[src/rtl/selftest_seq.sv]
// Power-on lamp test sequencer for the LED matrix and 7-segment buses: red, green, yellow, blinking digits.
// Optional digit-walk phase after the blink steps is compiled in when SELFTEST_DIGIT_WALK_EN is defined.
module selftest_seq #(
  parameter int CLK_DIV     = 25_000_000,
  parameter int PIXELS      = 64,
  parameter int DIGITS      = 8,
  parameter int BLINK_STEPS = 3
) (
  input  logic                  clk,
  input  logic                  rst,
  input  logic                  start,
  input  logic                  skip,
  output logic                  busy,
  output logic                  done,
  output logic [3:0]            step,
  output logic [2*PIXELS-1:0]   matrixData,
  output logic [4*DIGITS-1:0]   numbersData
);

`ifdef SELFTEST_DIGIT_WALK_EN
  localparam int WALK_STEPS = DIGITS - 1;
`else
  localparam int WALK_STEPS = 0;
`endif
  localparam int N_STEPS = 3 + BLINK_STEPS + WALK_STEPS;
  localparam int CNT_W   = $clog2(CLK_DIV);
  localparam int WD      = DIGITS - 1;
  localparam int LOW_W   = 4 * WD;
  localparam logic [LOW_W-1:0] BLANK = {WD{4'hf}};

  if (N_STEPS > 15) begin : g_bad_steps
    $error("selftest_seq: total step count must not exceed 15");
  end
  if (CLK_DIV < 2) begin : g_bad_div
    $error("selftest_seq: CLK_DIV must be at least 2");
  end
  if (DIGITS < 2 || BLINK_STEPS < 1) begin : g_bad_digits
    $error("selftest_seq: need DIGITS >= 2 and BLINK_STEPS >= 1");
  end

  typedef enum logic [2:0] {
    S_IDLE, S_RED, S_GREEN, S_YELLOW, S_DIGIT, S_DONE
`ifdef SELFTEST_DIGIT_WALK_EN
    , S_WALK
`endif
  } state_t;

  state_t           state;
  state_t           nxt;
  logic [CNT_W-1:0] cnt;
  logic             phase;
  logic [3:0]       sub;
  logic             tc;

  function automatic logic [1:0] colour(state_t s);
    case (s)
      S_RED:    return 2'b10;
      S_GREEN:  return 2'b01;
      S_YELLOW: return 2'b11;
      default:  return 2'b00;
    endcase
  endfunction

  function automatic logic [LOW_W-1:0] lower_on(state_t s);
    return (s == S_DIGIT) ? {WD{4'h8}} : BLANK;
  endfunction

  // State reached at the next step boundary; sub counts steps spent in multi-step states.
  function automatic state_t next_of(state_t s, logic [3:0] k);
    case (s)
      S_RED:    return S_GREEN;
      S_GREEN:  return S_YELLOW;
      S_YELLOW: return S_DIGIT;
`ifdef SELFTEST_DIGIT_WALK_EN
      S_DIGIT:  return (k == 4'(BLINK_STEPS - 1)) ? S_WALK : S_DIGIT;
      S_WALK:   return (k == 4'(DIGITS - 2)) ? S_DONE : S_WALK;
`else
      S_DIGIT:  return (k == 4'(BLINK_STEPS - 1)) ? S_DONE : S_DIGIT;
`endif
      default:  return s;
    endcase
  endfunction

  assign nxt = next_of(state, sub);
  assign tc  = (cnt == CNT_W'(CLK_DIV - 1));

`ifdef SELFTEST_DIGIT_WALK_EN
  logic [WD-1:0] walk_oh;
  logic [WD-1:0] walk_nx;

  function automatic logic [LOW_W-1:0] expand(logic [WD-1:0] oh);
    logic [LOW_W-1:0] p;
    p = BLANK;
    for (int i = 0; i < WD; i++) begin
      if (oh[i]) p[4*i +: 4] = 4'h8;
    end
    return p;
  endfunction

  assign walk_nx = (state == S_WALK) ? (walk_oh << 1) : WD'(1);
`endif

  always_ff @(posedge clk) begin
    if (rst) begin
      state       <= S_IDLE;
      cnt         <= '0;
      phase       <= 1'b0;
      sub         <= '0;
      step        <= '0;
      busy        <= 1'b0;
      done        <= 1'b0;
      matrixData  <= '0;
      numbersData <= {4'h0, BLANK};
    end else begin
      case (state)
        S_IDLE, S_DONE: begin
          if (start) begin
            state       <= S_RED;
            cnt         <= '0;
            phase       <= 1'b0;
            sub         <= '0;
            step        <= '0;
            busy        <= 1'b1;
            done        <= 1'b0;
            matrixData  <= {PIXELS{colour(S_RED)}};
            numbersData <= {4'h0, BLANK};
          end
        end
        default: begin
          if (skip) begin
            // Abort wins over a coincident step boundary: step is frozen.
            state       <= S_DONE;
            cnt         <= '0;
            phase       <= 1'b0;
            sub         <= '0;
            busy        <= 1'b0;
            done        <= 1'b1;
            matrixData  <= '0;
            numbersData <= {step, BLANK};
          end else if (!tc) begin
            cnt <= cnt + CNT_W'(1);
          end else if (!phase) begin
            cnt                      <= '0;
            phase                    <= 1'b1;
            matrixData               <= '0;
            numbersData[LOW_W-1:0]   <= BLANK;
          end else begin
            cnt         <= '0;
            phase       <= 1'b0;
            state       <= nxt;
            sub         <= (nxt == state) ? sub + 4'd1 : 4'd0;
            step        <= step + 4'd1;
            matrixData  <= {PIXELS{colour(nxt)}};
            numbersData <= {step + 4'd1, lower_on(nxt)};
`ifdef SELFTEST_DIGIT_WALK_EN
            walk_oh <= walk_nx;
            if (nxt == S_WALK) numbersData[LOW_W-1:0] <= expand(walk_nx);
`endif
            if (nxt == S_DONE) begin
              busy <= 1'b0;
              done <= 1'b1;
            end
          end
        end
      endcase
    end
  end

endmodule

[config.mk]
export PLATFORM = sky130hd
export DESIGN_NAME = selftest_seq
export DESIGN_NICKNAME = d
export VERILOG_FILES = /design/src/rtl/selftest_seq.sv
export SDC_FILE = /design/constraint.sdc
export NUM_CORES = 1
export LEC_CHECK = 0
export ABC_AREA = 0
export CAP_MARGIN = 10
export CORE_MARGIN = 2
export CORE_UTILIZATION = 45
export CTS_CLUSTER_DIAMETER = 200
export DETAILED_ROUTE_END_ITERATION = 8
export GPL_TIMING_DRIVEN = 0
export PLACE_DENSITY_LB_ADDON = 0.2
export SYNTH_ARGS = -nofsm -noshare
export SYNTH_HDL_FRONTEND = slang
export SYNTH_SLANG_ARGS = --single-unit
[constraint.sdc]
create_clock -name clk -period 6.34 [get_ports clk]
set_input_delay 0.951 -clock clk [delete_from_list [all_inputs] [get_ports clk]]
set_output_delay 0.951 -clock clk [all_outputs]
set_load 0.02 [all_outputs]
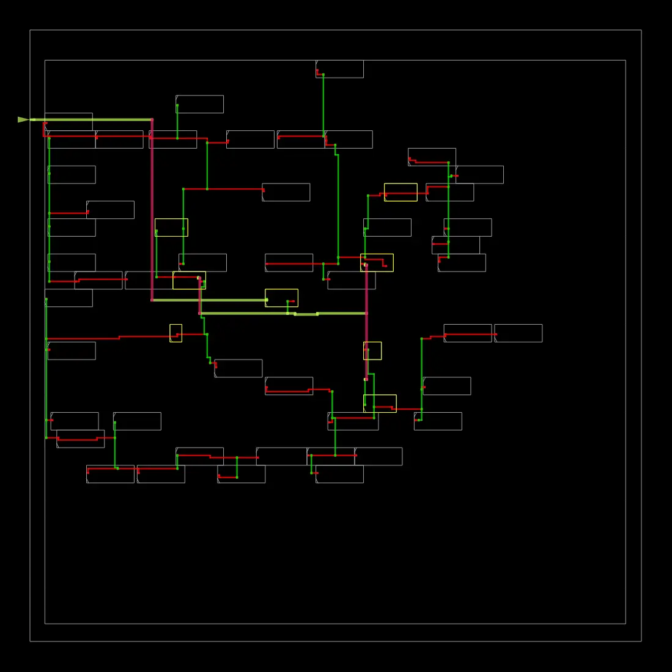
Fig. 1. Clock wiring as the flow saved it (run 1).
clock buffer instance count of the final layout: 6
Worst-Skew Late Latency: 300 ps
Worst Skew: 7.842 ps
number of buffers created by CTS: 5

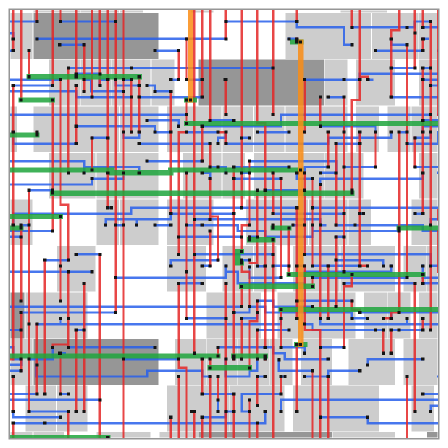
Fig. 2. Layout detail (run 1).
Region (35, 35) to (60, 60) um. Cells in grey, sequential cells in the stronger grey; small squares are vias.
- red: M2
- green: M3
- blue: M1
- orange: M4
- cells with their middle in the window: 63
- sequential cells in the window: 3
- most frequent: nor2_1 (5)

==> flow_results.org, run 1 <==
#+TITLE: Flow metrics

** Outcome
- The flow ran to the end, and the final reports show no timing, DRC or antenna violations.

** Clocking
- Per the CTS log, the buffer count on the longest clock path is 2.
- Clock Sinks :: 46
- H-tree lvl count :: 2
- Looking at the post-CTS report, the setup buffer insertion count equals 0.

** Synth
- The synthesized netlist occupies a cell area of 0.003680 mm^2.
- Adder-cell share of the synthesized area :: 1.360%
- XOR-XNOR Cells, Area Fraction :: 4.760%
- After synthesis, the share of flip-flops with an asynchronous set or reset is 0%.
- The post-synth count of flops with an enable pin is 0.
- Distinct cell type count after synthesis :: 53
- The synthesized instance count is 467.

** Layout
- Most common library cell in the layout ignoring fill and taps :: sky130_fd_sc_hd__clkdlybuf4s50_1
- Share of layout cells above drive strength 1 :: 27.95%
- Register name with the most flops :: cnt
- The final antenna diode tally reported by the flow is 0.
- Leading registers by flop count :: cnt x25, numbersData x5
- The net count of the finished layout is 651.
- For this run, the number of standard cells in the final layout without fillers is 746.

** STA
- The highest clock rate this design can be run at is 0.3482 GHz.
- Hold is met by 474.0 ps.
- Final sum of negative setup slack :: 0 ps
- Shortest period the worst path allows :: 2872 ps
- The worst path uses 45.30% of the clock period.

** Run
- Per the run summary, max-cap violations total 0.
- The logs give a warning total of 27.

** Worst setup path
- FF-to-FF path depth :: 7
- The kind of cell with the highest combined delay along the critical path is buffers and inverters.
- On the critical path the data arrives at 1920 ps.

** Routing
- Across all layers, the routed design uses 3,597 vias.
- Per the post-route antenna check, the number of violating nets is 0.

** GRT
- Via count of the first global-routing pass :: 3,220
- Entering global routing, the biggest net connects 65 pins.

** Placed design
- IO Port Bufs :: 161

** Pwr
- The power report puts the net switching power at 400.5 uW.

** Worst hold path
- STA lists the startpoint of the worst hold path as done.
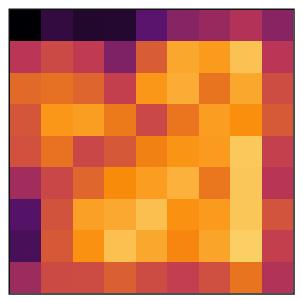
Fig. 3. Cell area per tile (run 1).
Scale: 3 px per um. The die is cut into 9 by 9 equal tiles; black is low, pale yellow is high, 0 to 100% covered.
- nearly empty tiles: 1.2%
- emptiest ninth of the die: top left
- tiles over 75% full: 33%
- mean over tiles: 61%
core area: 0.007807 mm^2
fraction of the core area occupied by cells at floorplan: 47.13%
Final Util: 71.46%

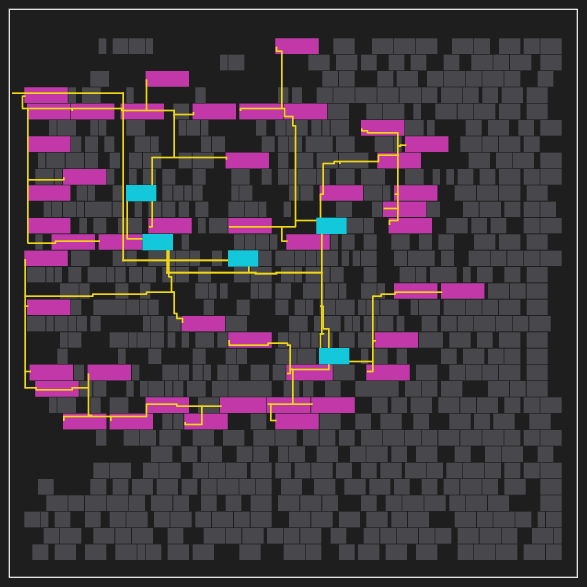
Fig. 4. Clock network drawn from the DEF (run 1).
Scale: 6 px per um.
- yellow: clock wires (length 568 um)
- magenta: flip-flops (count 46)
- cyan: clock-net drivers (count 5)
- routed clock nets: 6
Clock group: 189 uW
clock network power share: 17.2%

run 1: cell families after synthesis:
group | Yosys count
buffers and inverters | 181
and+or+nand+nor | 155
AOI/OAI and AO/OA | 57
DFF | 46
xor gates and xnor gates | 20
adders and majority gates | 4
muxes | 3
other | 1
run 1: worst max-delay path by stage:
stage	startpoint	endpoint	slack [ps]
after floorplan	matrixData[126]	matrixData[100]	3630
after detailed placement	skip	cnt[3]	3450
after CTS	numbersData[25]	numbersData[18]	3450
after global routing	numbersData[25]	numbersData[18]	3360
final	numbersData[25]	numbersData[18]	3470
after global placement	matrixData[125]	matrixData[113]	2910
run 1: power groups by stage:
| stage | combinational, mW | clock [mW] | sequential (mW) |
|---|---|---|---|
| 2_1_floorplan | 0.348 | 0 | 0.333 |
| 3_3_place_gp | 0.586 | 0 | 0.333 |
| 3_5_place_dp | 0.606 | 0 | 0.317 |
| 4_1_cts | 0.606 | 0.195 | 0.310 |
| 5_1_grt | 0.631 | 0.206 | 0.312 |
| 6_report | 0.601 | 0.189 | 0.310 |
run 1: layout make-up:
type,instances,area (um^2),share of cell area [%]
repair buffers,163,1652,29.60
well taps,102,127.6,2.288
inverters,9,33.78,0.6055
multi-input cells,246,1518,27.20
plain buffers,172,1230,22.05
flip-flops and latches,46,923.4,16.55
clock buffers,6,82.58,1.480
clock inverters,2,12.51,0.2243
run 1: per-layer routing:
layer  wire [um]  track usage (%)  vias up
met2        5099            40.89      138
met5           0                0        -
met4          91            4.710        0
met1        4039            23.46     1640
li1            -                -     1808
met3         675            3.990       11
run 1: through the flow:
step	power [mW]	area, um^2
CTS	1.112	5579
global route	1.149	5579
global placement	0.9189	5441
detailed placement	0.9225	5484
floorplan	0.6816	3702
finish	1.100	5579
==> run 2: changes to the inputs <==
--- a/config.mk
+++ b/config.mk
@@ -8,7 +8,7 @@
 export ABC_AREA = 0
 export CAP_MARGIN = 10
 export CORE_MARGIN = 2
-export CORE_UTILIZATION = 45
+export CORE_UTILIZATION = 42
 export CTS_CLUSTER_DIAMETER = 200
 export DETAILED_ROUTE_END_ITERATION = 8
 export GPL_TIMING_DRIVEN = 0
==> constraint.sdc (replaced) <==
create_clock -name clk -period 2.8 [get_ports clk]
set_input_delay 0.42 -clock clk [delete_from_list [all_inputs] [get_ports clk]]
set_output_delay 0.42 -clock clk [all_outputs]
set_load 0.02 [all_outputs]
==> run 2 against run 1 <==
Via count barely moved. Clock skew rose by 5.9 ps. Total power rose by 130%. Area after synthesis did not move. Global-route usage fell by 0.58 points. Routed wire length rose by 4.3%. Hold slack improved by 3.5 ps. Clock-buffer cell count did not move. First-iteration DRC count fell by 11%. Critical endpoint is now matrixData[65]. Largest cell class unchanged.
==> flow_results.org, run 2 <==
#+TITLE: Flow metrics

** Clocking
- Clock-pin slew was measured on the worst setup and hold paths at 100 ps.
- The total number of H-tree levels came to 2 (unchanged).
- The number of clock sinks was 46 (unchanged).
- The CTS buffer count is 5 (unchanged).
- Maximum root-to-sink buffer count :: 2 (unchanged)
- The post-CTS repair timing setup buffer count is 0 (unchanged).

** Synth
- The number of cells reported by Yosys stat comes to 467.
- The number of cells produced by synthesis came to 467 (unchanged).
- Post-synthesis cell area :: 0.003680 mm^2 (unchanged)
- EDFF count, synth :: 0 (unchanged)
- Each instance of the synthesized netlist takes up on average 7.880 um^2.
- Share of flip-flops with an asynchronous set or reset after synthesis :: 0% (unchanged)
- Dominant register cell :: sky130_fd_sc_hd__dfxtp_1
- The area recorded from the Yosys report for this design is 0.003680 mm^2.
- The tally of unique sky130hd cells used after synthesis was 53 (unchanged).

** STA
- Final sum of negative setup slack :: 0 ps (unchanged)
- Hold_ws :: 477.5 ps (+3.529 ps)
- Final critical-path share of the clock period :: 93.86%
- The worst path needs 2628 ps of the cycle, external delays included.
- The final hold violation count recorded for this run is 0.
- Final tally of setup violations :: 0
- Max Freq :: 0.3805 GHz

** Outcome
- The flow ran to the end, and the final reports show no timing, DRC or antenna violations.

** Floorplan
- In this run the horizontal extent of the chip is 97.60 um.
- The tap cell count came to 108 (+5.9%).
- Core area :: 0.008593 mm^2 (+10%)
- Fraction of the core area occupied by cells at floorplan :: 42.82% (-4.3 points)

** Placed design
- Summed over all nets, the half-perimeter wirelength after detailed placement is 8042 um.
- IO Port Bufs :: 161 (unchanged)
- Area after detailed placement :: 0.005472 mm^2 (-0.23%)

** Run
- The tally of OpenROAD warnings is 28 (+3.7%).
- Max-capacitance violation count :: 0 (unchanged)

** GRT
- Via count of the first global-routing pass :: 3,182 (-1.2%)
- For this run the aggregate overflow at the end of global routing stands at 0.
- Maximum number of pins on one net before global-route repair :: 66 (+1.5%)

** Layout
- The final instance area came to 0.005570 mm^2 (-0.16%).
- Total of plain and repair buffers excluding clock buffers :: 334 (-0.30%)
- Final Util :: 64.82% (-6.6 points)
- The number of ordinary inverters in the final layout came to 9 (unchanged).
- The ratio of cells with drive above 1 in the final layout is 27.84% (-0.11 points).
- Area-dominant cell class after layout :: buffers
- The share of final layout cell area taken by non-clock buffers came to 51.37% (-0.28 points).
- Number of antenna cells inserted :: 0 (unchanged)
- Combined flip-flop and latch cell area :: 923.4 um^2 (unchanged)
- Most common library cell in the layout ignoring fill and taps :: sky130_fd_sc_hd__clkdlybuf4s50_1
- The multi-input combinational gate total is 246 (unchanged).
- Combinational share of cell area :: 27.25% (+0.043 points)
- Flop share of the area :: 16.58% (+0.026 points)
- The combinational gate area was 0.001518 mm^2 (unchanged).
- Number of nets in the final layout :: 650 (-0.15%)
- Most frequent logic cells in the routed design :: sky130_fd_sc_hd__clkdlybuf4s50_1, sky130_fd_sc_hd__buf_4, sky130_fd_sc_hd__dfxtp_1, sky130_fd_sc_hd__nand2_1, sky130_fd_sc_hd__nor2_1
- The registers reported with the highest flop counts are cnt x25, numbersData x5.
- The final non-filler cell total came to 751 (+0.67%).
- The area fraction of clock buffers and clock inverters was 1.774% (+0.070 points).
- More flip-flops sit in one register than any other, and that register is cnt.
- The layout clock buffer count came to 6 (unchanged).

** Worst setup path
- Cell type group with the largest total delay on the critical path :: flip-flops
- FF-to-FF path depth :: 7 (unchanged)
- Data arrival time of the critical path :: 2210 ps (+290 ps)

** Routing
- Vias :: 3,598 (+0.028%)
- The tally of nets with antenna violations remaining after routing is 0 (unchanged).

** Pwr
- Switching share of power :: 37.28%
- Net Sw Power :: 945.0 uW (+140%)
- The total power of the final layout is 2.535 mW (+130%).

** Worst hold path
- Kind of path behind the tightest hold check :: reg2reg
-- run 2: cell counts after synthesis --
No cell type changed its count.
-- run 2: power groups by stage --
stage                     sequential (mW)  clock [mW]  combinational (mW)
after CTS                           0.742       0.459                1.34
after floorplan                     0.754           0               0.789
final                               0.741       0.462                1.33
after global placement              0.753           0                1.34
after global routing                0.752       0.485                1.40
after detailed placement            0.757           0                1.34
-- run 2: worst reg2reg max path, cell delays in order (launching register included) --
cell and delay [ps]:
sky130_fd_sc_hd__dfxtp_1 430, sky130_fd_sc_hd__and4_1 220, sky130_fd_sc_hd__clkbuf_1 290, sky130_fd_sc_hd__nand4_1 200
sky130_fd_sc_hd__nor3_2 490, sky130_fd_sc_hd__o21a_1 170, sky130_fd_sc_hd__buf_2 210, sky130_fd_sc_hd__mux2_1 340
-- run 2: worst paths after layout --
kind | start | endpoint
max | matrixData[125] | matrixData[65]
max reg2reg | cnt[2] | sub[1]
min | matrixData[126] | matrixData[126]
min reg2reg | matrixData[126] | matrixData[126]
-- run 2: layer usage --
metal	vias up	part of all wire [%]	GRT usage [%]
met5	-	0	0
met3	14	6.3	2.518
met2	166	49	35.97
li1	1800	-	-
met4	0	1.8	6.731
met1	1618	43	25.84
-- run 2: cells by family (layout without fill, tap and decap cells) --
| family | count (synthesis) | in the layout | share of synthesized area (%) |
|---|---|---|---|
| adders and majority gates | 4 | 4 | 1.360 |
| DFF | 46 | 46 | 25.03 |
| other | 1 | 7 | 0.1019 |
| AOI/OAI and AO/OA | 57 | 57 | 10.34 |
| muxes | 3 | 3 | 0.8501 |
| xor gates and xnor gates | 20 | 20 | 4.760 |
| buffers and inverters | 181 | 351 | 34.34 |
| and+or+nand+nor | 155 | 155 | 23.22 |
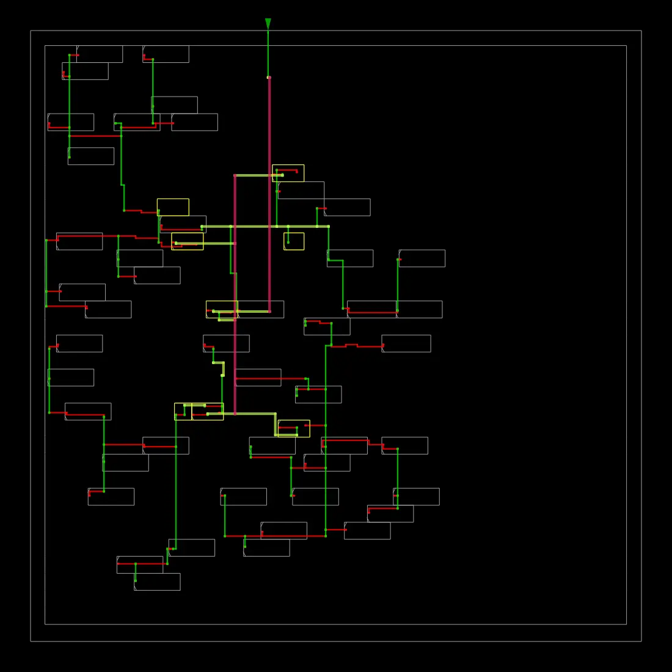
Fig. 5. Clock wiring as the flow saved it (run 2).
Worst-Skew Late Latency: 310 ps
Clock group: 462 uW
number of flip-flops and latches: 46

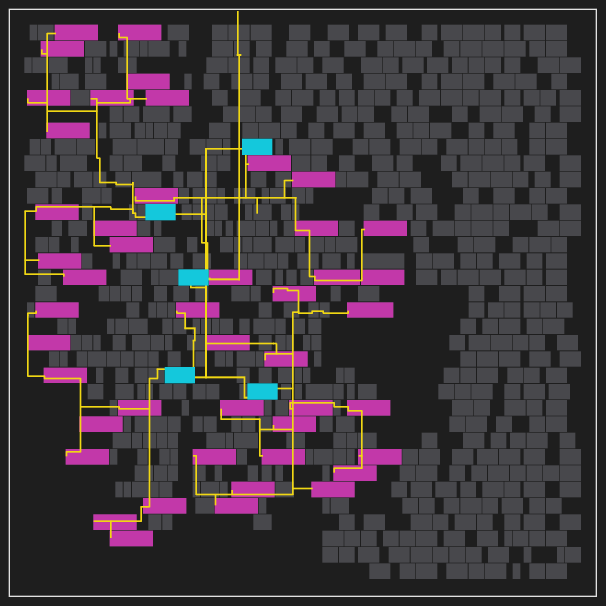
Fig. 6. Clock network drawn from the DEF (run 2).
Scale: 6 px per um.
- cyan: clock-net drivers (count 5)
- yellow: clock wires (length 633 um)
- magenta: flip-flops (count 46)
- routed clock nets: 6
clock network power share: 18.2%
Worst Skew: 13.73 ps

Power and IR drop assume default switching activity.
